**src/rtl/jbus_xfer_ctrl_pkg.sv**
```systemverilog
// Shared types for the bus transfer controller: FSM state encoding and width helpers.
package jbus_xfer_ctrl_pkg;

  typedef enum logic [2:0] {
    ST_IDLE = 3'd0,
    ST_EN   = 3'd1,
    ST_SET  = 3'd2,
    ST_HOLD = 3'd3,
    ST_DONE = 3'd4
  } xfer_state_e;

  // Index width for a set of n items; a single item still needs one bit.
  function automatic int unsigned idx_w(input int unsigned n);
    return (n > 1) ? $clog2(n) : 1;
  endfunction

endpackage

```
**src/rtl/jbus_xfer_ctrl_arbiter.sv**
```systemverilog
// Combinational round-robin pick: first requester at or after the pointer, wrapping.
module jrr_arbiter
  import jbus_xfer_ctrl_pkg::*;
#(
  parameter int unsigned NREQ = 2
) (
  input  logic [NREQ-1:0]         req_i,
  input  logic [idx_w(NREQ)-1:0]  ptr_i,
  output logic [NREQ-1:0]         win_c_o,
  output logic                    valid_c_o
);

  localparam int unsigned PW = idx_w(NREQ);

  int unsigned idx;

  always_comb begin
    win_c_o   = '0;
    valid_c_o = 1'b0;
    idx       = 0;
    for (int unsigned i = 0; i < NREQ; i++) begin
      idx = (32'(ptr_i) + i) % NREQ;
      if (!valid_c_o && req_i[PW'(idx)]) begin
        win_c_o[PW'(idx)] = 1'b1;
        valid_c_o         = 1'b1;
      end
    end
  end

endmodule

```
**src/rtl/jbus_xfer_ctrl.sv**
```systemverilog
// Register-to-register move sequencer on the shared 8-bit bus: enable, then set,
// then drop set while enable holds, so the destination never latches a floating bus.
module jbus_xfer_ctrl
  import jbus_xfer_ctrl_pkg::*;
#(
  parameter int unsigned NREG = 4,
  parameter int unsigned IW   = 2,
  parameter int unsigned NREQ = 2
) (
  input  logic                 clk,
  input  logic                 rst_n,
  input  logic [NREQ-1:0]      req,
  input  logic [NREQ*IW-1:0]   req_src,
  input  logic [NREQ*IW-1:0]   req_dst,
  input  logic [NREQ-1:0]      req_bus1,
  output logic [NREQ-1:0]      gnt,
  output logic [NREQ-1:0]      done,
  output logic                 err,
  output logic                 busy,
  output logic [NREG-1:0]      reg_we,
  output logic [NREG-1:0]      reg_ws,
  output logic                 bus1
);

  localparam int unsigned PW = idx_w(NREQ);

  xfer_state_e      state_q, state_d;
  logic [PW-1:0]    ptr_q, ptr_d;
  logic [PW-1:0]    win_q, win_d;
  logic [IW-1:0]    src_q, src_d;
  logic [IW-1:0]    dst_q, dst_d;
  logic             b1_q, b1_d;

  logic [NREQ-1:0]  gnt_q, gnt_d;
  logic [NREQ-1:0]  done_q, done_d;
  logic             err_q, err_d;
  logic             busy_q, busy_d;
  logic [NREG-1:0]  we_q, we_d;
  logic [NREG-1:0]  ws_q, ws_d;
  logic             bus1_q, bus1_d;

  logic [NREQ-1:0]  arb_win_c;
  logic             arb_valid_c;
  logic [PW-1:0]    win_idx_c;
  logic [IW-1:0]    sel_src_c;
  logic [IW-1:0]    sel_dst_c;
  logic             sel_b1_c;
  logic             sel_bad_c;

  // One-hot register select, truncated to the registers actually present.
  function automatic logic [NREG-1:0] dec_f(input logic [IW-1:0] idx);
    logic [NREG-1:0] r;
    r = '0;
    for (int unsigned i = 0; i < NREG; i++) r[i] = (idx == IW'(i));
    return r;
  endfunction

  function automatic logic [NREQ-1:0] idx2oh_f(input logic [PW-1:0] idx);
    logic [NREQ-1:0] r;
    r = '0;
    for (int unsigned i = 0; i < NREQ; i++) r[i] = (idx == PW'(i));
    return r;
  endfunction

  function automatic logic [PW-1:0] oh2idx_f(input logic [NREQ-1:0] oh);
    logic [PW-1:0] r;
    r = '0;
    for (int unsigned i = 0; i < NREQ; i++) if (oh[i]) r = PW'(i);
    return r;
  endfunction

  jrr_arbiter #(.NREQ(NREQ)) u_arb (
    .req_i     (req),
    .ptr_i     (ptr_q),
    .win_c_o   (arb_win_c),
    .valid_c_o (arb_valid_c)
  );

  // Winner's request fields, only meaningful in the accept cycle.
  assign win_idx_c = oh2idx_f(arb_win_c);
  assign sel_src_c = req_src[32'(win_idx_c)*IW +: IW];
  assign sel_dst_c = req_dst[32'(win_idx_c)*IW +: IW];
  assign sel_b1_c  = req_bus1[win_idx_c];
  assign sel_bad_c = (sel_src_c == sel_dst_c) || (32'(sel_src_c) >= NREG) ||
                     (32'(sel_dst_c) >= NREG);

  always_ff @(posedge clk or negedge rst_n) begin
    if (!rst_n) begin
      state_q <= ST_IDLE;
      ptr_q   <= '0;
      win_q   <= '0;
      src_q   <= '0;
      dst_q   <= '0;
      b1_q    <= 1'b0;
      gnt_q   <= '0;
      done_q  <= '0;
      err_q   <= 1'b0;
      busy_q  <= 1'b0;
      we_q    <= '0;
      ws_q    <= '0;
      bus1_q  <= 1'b0;
    end else begin
      state_q <= state_d;
      ptr_q   <= ptr_d;
      win_q   <= win_d;
      src_q   <= src_d;
      dst_q   <= dst_d;
      b1_q    <= b1_d;
      gnt_q   <= gnt_d;
      done_q  <= done_d;
      err_q   <= err_d;
      busy_q  <= busy_d;
      we_q    <= we_d;
      ws_q    <= ws_d;
      bus1_q  <= bus1_d;
    end
  end

  // Outputs are computed for the state being entered, so they line up with state_q.
  always_comb begin
    state_d = state_q;
    ptr_d   = ptr_q;
    win_d   = win_q;
    src_d   = src_q;
    dst_d   = dst_q;
    b1_d    = b1_q;
    gnt_d   = '0;
    done_d  = '0;
    err_d   = 1'b0;
    we_d    = '0;
    ws_d    = '0;
    bus1_d  = 1'b0;
    case (state_q)
      ST_IDLE: begin
        if (arb_valid_c) begin
          win_d = win_idx_c;
          src_d = sel_src_c;
          dst_d = sel_dst_c;
          b1_d  = sel_b1_c;
          gnt_d = arb_win_c;
          if (sel_bad_c) begin
            state_d = ST_DONE;
            done_d  = arb_win_c;
            err_d   = 1'b1;
          end else begin
            state_d = ST_EN;
            we_d    = dec_f(sel_src_c);
            bus1_d  = sel_b1_c;
          end
        end
      end
      ST_EN: begin
        state_d = ST_SET;
        we_d    = dec_f(src_q);
        ws_d    = dec_f(dst_q);
        bus1_d  = b1_q;
      end
      ST_SET: begin
        state_d = ST_HOLD;
        we_d    = dec_f(src_q);
        bus1_d  = b1_q;
      end
      ST_HOLD: begin
        state_d = ST_DONE;
        done_d  = idx2oh_f(win_q);
      end
      ST_DONE: begin
        state_d = ST_IDLE;
        ptr_d   = PW'((32'(win_q) + 1) % NREQ);
      end
      default: state_d = ST_IDLE;
    endcase
    busy_d = (state_d != ST_IDLE);
  end

  assign gnt    = gnt_q;
  assign done   = done_q;
  assign err    = err_q;
  assign busy   = busy_q;
  assign reg_we = we_q;
  assign reg_ws = ws_q;
  assign bus1   = bus1_q;

endmodule

```
**config.mk**
```make
export PLATFORM = sky130hd
export DESIGN_NAME = jbus_xfer_ctrl
export DESIGN_NICKNAME = d
export VERILOG_FILES = /design/src/rtl/jbus_xfer_ctrl_pkg.sv /design/src/rtl/jbus_xfer_ctrl_arbiter.sv /design/src/rtl/jbus_xfer_ctrl.sv
export SDC_FILE = /design/constraint.sdc
export NUM_CORES = 1
export LEC_CHECK = 0
export ABC_CLOCK_PERIOD_IN_PS = 4900
export CORE_ASPECT_RATIO = 0.75
export CORE_MARGIN = 2
export CORE_UTILIZATION = 53
export CTS_BUF_LIST = sky130_fd_sc_hd__clkbuf_8
export DETAILED_ROUTE_END_ITERATION = 10
export DONT_BUFFER_PORTS = 1
export PLACE_DENSITY_LB_ADDON = 0.08
export SLEW_MARGIN = 40
export SYNTH_ARGS = -nofsm -noshare
export SYNTH_HDL_FRONTEND = slang
export SYNTH_HIERARCHICAL = 1
export SYNTH_SLANG_ARGS = --single-unit
```
**constraint.sdc**
```tcl
create_clock -name clk -period 4.9 [get_ports clk]
set_input_delay 1.47 -clock clk [delete_from_list [all_inputs] [get_ports clk]]
set_output_delay 1.47 -clock clk [all_outputs]
set_load 0.01 [all_outputs]
```
Fig. 1: run 1, placement view
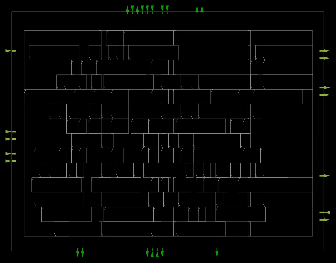
register fraction of the total cell area: 51.87%
std cell rows: 14
Tapcells: 24
fill cell instance count of the final layout: 162

Fig. 2: run 1, gate families picked out
Drawn at 8 px/um.
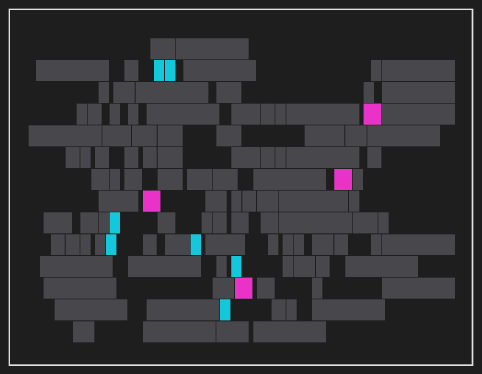
Key: magenta = AND and OR gates [cells 4]; cyan = inverters [cells 7]
number of standard cells in the layout, taps in and fillers out: 138
Commonest Layout Cell: sky130_fd_sc_hd__dfrtp_1

Fig. 3: run 1, port wiring
Drawn at 4 px/um.
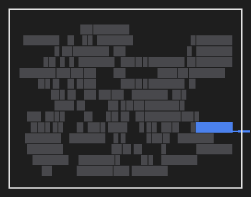
Key: blue = busy [bits 1, direction output, end cells 1, wire 2.20 um]
I/O pin total: 29
tally of buffers added on design ports: 0

[run 1: metal layers]
layer / routed length [um] / share of wire, % / vias up / track usage (%)
li1: - / - / 398 / -
met1: 927 / 45 / 371 / 24.71
met5: 0 / 0 / - / 0
met4: 36 / 1.8 / 0 / 7.907
met3: 127 / 6.2 / 4 / 6.140
met2: 955 / 47 / 19 / 25.91
[run 1: power groups by stage]
stage	clock (mW)	sequential, mW	combinational (mW)
floorplan	0	0.338	0.202
finish	0.117	0.367	0.206
CTS	0.119	0.368	0.202
global placement	0	0.373	0.197
global route	0.128	0.381	0.234
detailed placement	0	0.372	0.201
[run 1: logic make-up after synthesis]
family / count (synthesis) / share of synthesized area [%]
AND/OR/NAND/NOR: 47 / 21.27
flip-flops: 25 / 54.53
AND-OR/OR-AND: 21 / 12.21
buffers and inverters: 12 / 4.689
XOR/XNOR: 5 / 3.817
multiplexers: 4 / 3.490
[run 1: path summary, 6_finish.rpt]
path,to,slack [ns],cells after the start
worst max-delay path,reg_we[2],2.15,6
worst min-delay path,reg_ws[1],0.49,1
worst max register to register,reg_we[2],2.98,5
worst min register to register,reg_ws[1],0.49,1
max in group asynchronous,ptr_q,3.93,0
min in group asynchronous,reg_we[3],0.88,0
[run 1: placed cells by master, fill, tap and decap left out, drive strengths merged, types with 3 or more instances in the layout]
master / count
a21oi: 6
xnor2: 3
o21ai: 3
o221ai: 4
dfrtp: 25
nand4: 3
nand3b: 3
mux2i: 4
nand2: 11
clkbuf: 3
inv: 8
nand3: 5
nor2: 15
nor3: 3
[run 1: sequential cells by signal (all words and copies together) (netlist names), 2 cells and up]
register,count
reg_we,4
reg_ws,4
state_q,3
done,2
dst_q,2
gnt,2
src_q,2
==> PnR_summary.wiki, run 1 <==
== Run summary ==
{| class="wikitable"
! Metric !! Value
|-
| Share of power burned in combinational logic || 29.9%
|-
| P_sw || 261.7 uW
|-
| Antenna diode count || 0
|-
| Cell type with the largest total area || sky130_fd_sc_hd__dfrtp_1
|-
| Non-clock inverter instance count of the final layout || 7
|-
| Worst setup path category || input pin to register
|-
| Number of clock-tree buffers in the layout || 3
|-
| Number of levels in the clock H-tree || 1
|-
| Chip area from the yosys synthesis statistics || 1147 um2
|-
| Slowest stage cell on the critical path || sky130_fd_sc_hd__nor4b_4
|-
| Final hold viol count || 0
|-
| Worst supply voltage drop on vdd || 345.4 uV
|-
| Global-route wire length before repair || 3305 um
|-
| Cts repair resizes || 0
|-
| Status || finished, final reports clean
|-
| CTS clk-pin slew, worst paths || 0.08 ns
|-
| Final critical-path required period || 2.748 ns
|-
| Post-synthesis cell type count || 32
|-
| Routed len/inst || 14.83 um
|-
| Kind of cell adding the most delay to the critical path || simple AND/OR/NAND/NOR gates
|-
| Multi-input gate area in the final layout || 471.7 um2
|}
Fig. 4: run 1, ports around the boundary
Drawn at 8 px/um. Pins as bars across the die edge, other pins in gray.
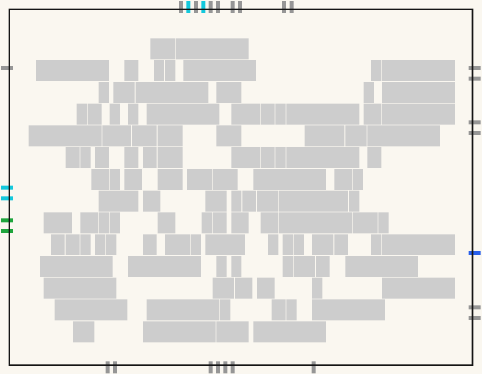

==> run 2: changes to the inputs <==
--- a/config.mk
+++ b/config.mk
@@ -5,7 +5,7 @@
 export SDC_FILE = /design/constraint.sdc
 export NUM_CORES = 1
 export LEC_CHECK = 0
-export ABC_CLOCK_PERIOD_IN_PS = 4900
+export ABC_CLOCK_PERIOD_IN_PS = 2600
 export CORE_ASPECT_RATIO = 0.75
 export CORE_MARGIN = 2
 export CORE_UTILIZATION = 53
==> constraint.sdc (replaced) <==
create_clock -name clk -period 2.6 [get_ports clk]
set_input_delay 0.78 -clock clk [delete_from_list [all_inputs] [get_ports clk]]
set_output_delay 0.78 -clock clk [all_outputs]
set_load 0.01 [all_outputs]
Fig. 5: run 2, ports around the boundary
Drawn at 8 px/um. Pins as bars across the die edge, other pins in gray.
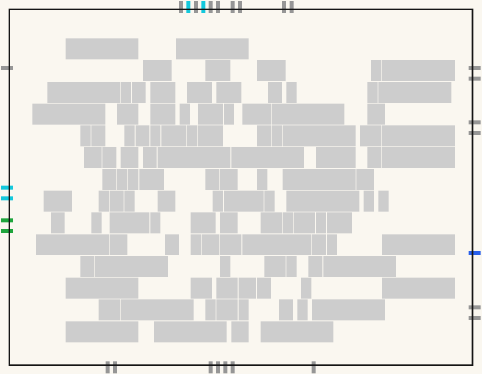
Key: blue = busy [pins 1, direction output, edge right]; green = req_bus1 [pins 2, direction input, edge left]; cyan = req_src [pins 4, direction input, edge 2 left, 2 top]
die outline width: 57.73 um
Die Y-Extent: 44.30 um

==> run 2 against run 1 <==
  * Total power grew 90%
  * Area after synthesis stayed put
  * Combinational power rose by 91%
  * Design area up 0.41%
  * Final cell count grew 0.72%
  * Clock skew down 0.0040 ns
  * Die size is the same
  * Synthesized cell count did not move
  * Utilization rose by 0.25 points
  * Register-to-register slack worse by 2.0 ns
  * Critical path depth fell by 1
  * Clock power up 92%
==> PnR_summary.wiki, run 2 <==
== Run summary ==
{| class="wikitable"
! Metric !! Value
|-
| Antenna diode count || 0
|-
| CTS clk-pin slew, worst paths || 0.08 ns
|-
| Met2 GRT Util || 27.95%
|-
| Cell type with the largest total area || sky130_fd_sc_hd__dfrtp_1
|-
| Worst reg-to-reg path cell count || 4
|-
| Worst supply voltage drop on vdd || 761.9 uV
|-
| I/O pin total || 29
|-
| Met3 capacity usage during global routing || 6.433%
|-
| Global-route wire length before repair || 3629 um
|-
| Slowest stage cell on the critical path || sky130_fd_sc_hd__or3_1
|-
| Highest routed layer || met4
|-
| Share of power burned in combinational logic || 30.0%
|-
| Kind of cell adding the most delay to the critical path || simple AND/OR/NAND/NOR gates
|-
| Most frequently placed logic cells in the final layout || sky130_fd_sc_hd__dfrtp_1, sky130_fd_sc_hd__nor2_1, sky130_fd_sc_hd__nand2_1, sky130_fd_sc_hd__inv_1, sky130_fd_sc_hd__a21oi_1
|-
| Final critical-path required period || 1.707 ns
|-
| Std cell rows || 14
|-
| Post-synthesis cell type count || 32
|-
| Final hold viol count || 0
|-
| Status || finished, final reports clean
|-
| Flop2flop setup slack || 1.00 ns
|-
| Wire length on met3 || 111 um
|-
| Chip area from the yosys synthesis statistics || 1147 um2
|-
| Met2 wire len || 987 um
|-
| GR Util met1 || 27.34%
|-
| Cts repair resizes || 0
|-
| Commonest Layout Cell || sky130_fd_sc_hd__dfrtp_1
|-
| M1 wire length || 1004 um
|}
Fig. 6: run 2, gate families picked out
Drawn at 8 px/um.
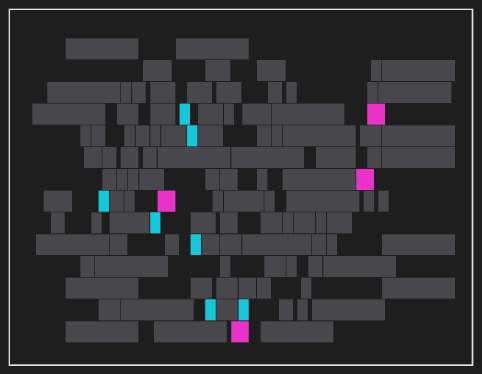
Key: magenta = AND and OR gates [cells 4]; cyan = inverters [cells 7]

run 2: layout make-up:
class | instances | share of cell area, %
well taps | 24 | 2.479
inverters | 7 | 2.169
flip-flops and latches | 25 | 51.65
clock inverters | 1 | 0.4132
multi-input cells | 77 | 38.64
repair buffers | 2 | 1.240
clock buffers | 3 | 3.409
run 2: kinds of logic after synthesis:
| kind of cell | synth area share [%] |
|---|---|
| compound gates | 12.21 |
| buf+inv | 4.689 |
| xor+xnor | 3.817 |
| simple gates | 21.27 |
| mux | 3.490 |
| flops | 54.53 |
run 2: how the worst max path moves through the flow:
stage	to	slack, ns	depth (start not counted)	from
2_1_floorplan	reg_we[0]	0.58	5	req[0]
3_3_place_gp	reg_we[0]	0.73	4	req_src[3]
3_5_place_dp	reg_we[0]	0.61	5	req[0]
4_1_cts	reg_we[0]	0.89	5	req[0]
5_1_grt	reg_we[3]	0.81	5	req[0]
6_report	reg_we[0]	0.89	5	req[0]
run 2: power groups by stage:
stage / Clock [mW] / Sequential [mW] / Combinational (mW)
finish: 0.225 / 0.695 / 0.393
global route: 0.248 / 0.718 / 0.452
CTS: 0.230 / 0.694 / 0.396
detailed placement: 0 / 0.701 / 0.394
global placement: 0 / 0.705 / 0.385
floorplan: 0 / 0.638 / 0.380
run 2: stage by stage:
| stage | total power [mW] | area, um2 | setup slack (ns) | hold WS (ns) |
|---|---|---|---|---|
| floorplan | 1.018 | 1147 | 0.5839 | 0.4492 |
| global placement | 1.089 | 1165 | 0.7299 | 0.4839 |
| detailed placement | 1.095 | 1165 | 0.6117 | 0.4849 |
| CTS | 1.320 | 1211 | 0.8908 | 0.1927 |
| global route | 1.417 | 1211 | 0.8111 | 0.1781 |
| finish | 1.313 | 1211 | 0.8930 | 0.1980 |
Fig. 7: run 2, port wiring
Drawn at 4 px/um.
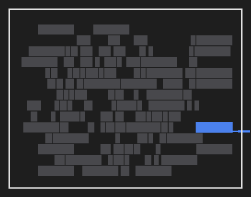

==> run 3: changes to the inputs <==
--- a/config.mk
+++ b/config.mk
@@ -5,7 +5,7 @@
 export SDC_FILE = /design/constraint.sdc
 export NUM_CORES = 1
 export LEC_CHECK = 0
-export ABC_CLOCK_PERIOD_IN_PS = 2600
+export ABC_CLOCK_PERIOD_IN_PS = 1600
 export CORE_ASPECT_RATIO = 0.75
 export CORE_MARGIN = 2
 export CORE_UTILIZATION = 53
==> constraint.sdc (replaced) <==
create_clock -name clk -period 1.6 [get_ports clk]
set_input_delay 0.48 -clock clk [delete_from_list [all_inputs] [get_ports clk]]
set_output_delay 0.48 -clock clk [all_outputs]
set_load 0.01 [all_outputs]
Fig. 8: run 3, port wiring
Drawn at 4 px/um.
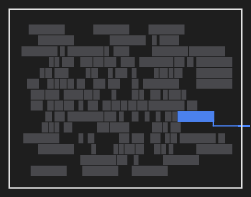
Key: blue = busy [bits 1, direction output, end cells 1, wire 8.20 um]

==> run 3 against run 2 <==
  * Register-to-register slack worse by 0.92 ns
  * Total power increased by 70%
  * Clock skew fell by 0.0010 ns
  * Non-clock buffer count grew 6
  * Synthesized cell count unchanged
  * Global-route usage increased by 0.61 points
  * Area after synthesis did not move
  * Worst hold slack got worse by 0.020 ns
  * Critical path type is now register to register
  * Largest power group unchanged
  * Highest routed layer unchanged
==> PnR_summary.wiki, run 3 <==
== Run summary ==
{| class="wikitable"
! Metric !! Value
|-
| Die Y-Extent || 44.30 um
|-
| Final critical-path required period || 1.524 ns
|-
| Status || finished, final reports clean
|-
| Worst setup path category || register to register
|-
| Critical path destination || reg_we[3]
|-
| Wire length on met3 || 156 um
|-
| Routed len/inst || 15.61 um
|-
| Commonest Layout Cell || sky130_fd_sc_hd__dfrtp_1
|-
| Fill cell instance count of the final layout || 173
|-
| Number of levels in the clock H-tree || 1
|-
| Worst reg-to-reg path cell count || 4
|-
| Highest routed layer || met4
|-
| Origin of the worst setup path || state_q[0]
|-
| P_sw || 854.3 uW
|-
| Multi-input gate area in the final layout || 470.5 um2
|-
| Post-synthesis cell type count || 32
|-
| M1 wire length || 1012 um
|-
| Tally of buffers added on design ports || 0
|-
| Flop2flop setup slack || 0.08 ns
|-
| Share of power burned in combinational logic || 34.9%
|-
| Chip area from the yosys synthesis statistics || 1147 um2
|-
| Most frequently placed logic cells in the final layout || sky130_fd_sc_hd__dfrtp_1, sky130_fd_sc_hd__nor2_1, sky130_fd_sc_hd__nand2_1, sky130_fd_sc_hd__inv_1
|-
| Cell type with the largest total area || sky130_fd_sc_hd__dfrtp_1
|-
| Worst supply voltage drop on vdd || 997.0 uV
|-
| I/O pin total || 29
|-
| Depth of the critical timing path with buffers and inverters included || 4
|-
| Slowest stage cell on the critical path || sky130_fd_sc_hd__dfrtp_1
|}
Fig. 9: run 3, gate families picked out
Drawn at 8 px/um.
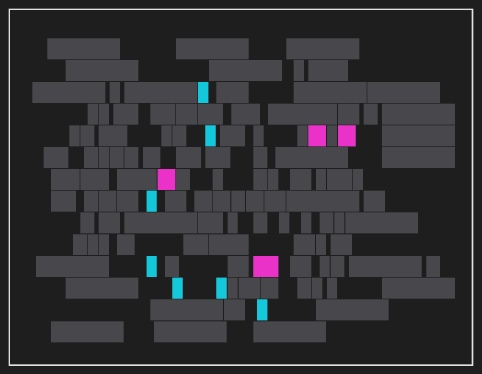
Key: cyan = inverters [cells 7]; magenta = AND and OR gates [cells 4]

==> run 3: cell counts after synthesis <==
No cell type changed its count.
==> run 3: repair_timing <==
item | 4_1_cts | 5_1_grt
resized | 0 | 2
hold endpoints to repair | 25 | 0
endpoints found under the setup margin | 0 | 2
hold buffers | 1 | 0
==> run 3: per-stage QoR <==
stage          hold slack, ns  power (mW)  instances  setup slack (ns)  area [um2]
2_1_floorplan          0.1844       1.656        114          -0.06095        1151
3_3_place_gp           0.1849       1.838        140          -0.01634        1205
3_5_place_dp           0.1850       1.856        140          -0.04613        1205
4_1_cts                0.3417       2.243        145           0.01346        1261
5_1_grt                0.2133       2.394        145          0.006490        1260
6_report               0.1782       2.238        145           0.07598        1260
==> run 3: layout make-up <==
class,instances,share of cell area (%)
multi-input combinational,77,37.34
sequential,25,49.65
tap,24,2.383
inverter,7,2.085
clock inverter,1,0.3972
timing repair buffer,8,4.866
clock buffer,3,3.277
==> run 3: power groups by stage <==
stage | combinational [mW] | sequential, mW | clock, mW
final | 0.782 | 1.09 | 0.367
after global routing | 0.868 | 1.12 | 0.410
after CTS | 0.771 | 1.09 | 0.383
after detailed placement | 0.755 | 1.10 | 0
after global placement | 0.738 | 1.10 | 0
after floorplan | 0.620 | 1.04 | 0
==> run 3: kinds of logic (layout without fill, tap and decap cells) <==
group	Yosys count	count (layout)	synth area share [%]
AND/OR/NAND/NOR	47	47	21.27
XOR/XNOR	5	5	3.817
multiplexers	4	4	3.490
flip-flops	25	25	54.53
AND-OR/OR-AND	21	21	12.21
buffers and inverters	12	19	4.689
==> run 3: routing by layer <==
layer | GRT usage (%) | up-vias
li1 | - | 410
met1 | 26.67 | 412
met2 | 28.41 | 33
met3 | 7.018 | 7
met4 | 9.767 | 0
met5 | 0 | -
No activity file was given, so power comes from the tool's default toggle rates.
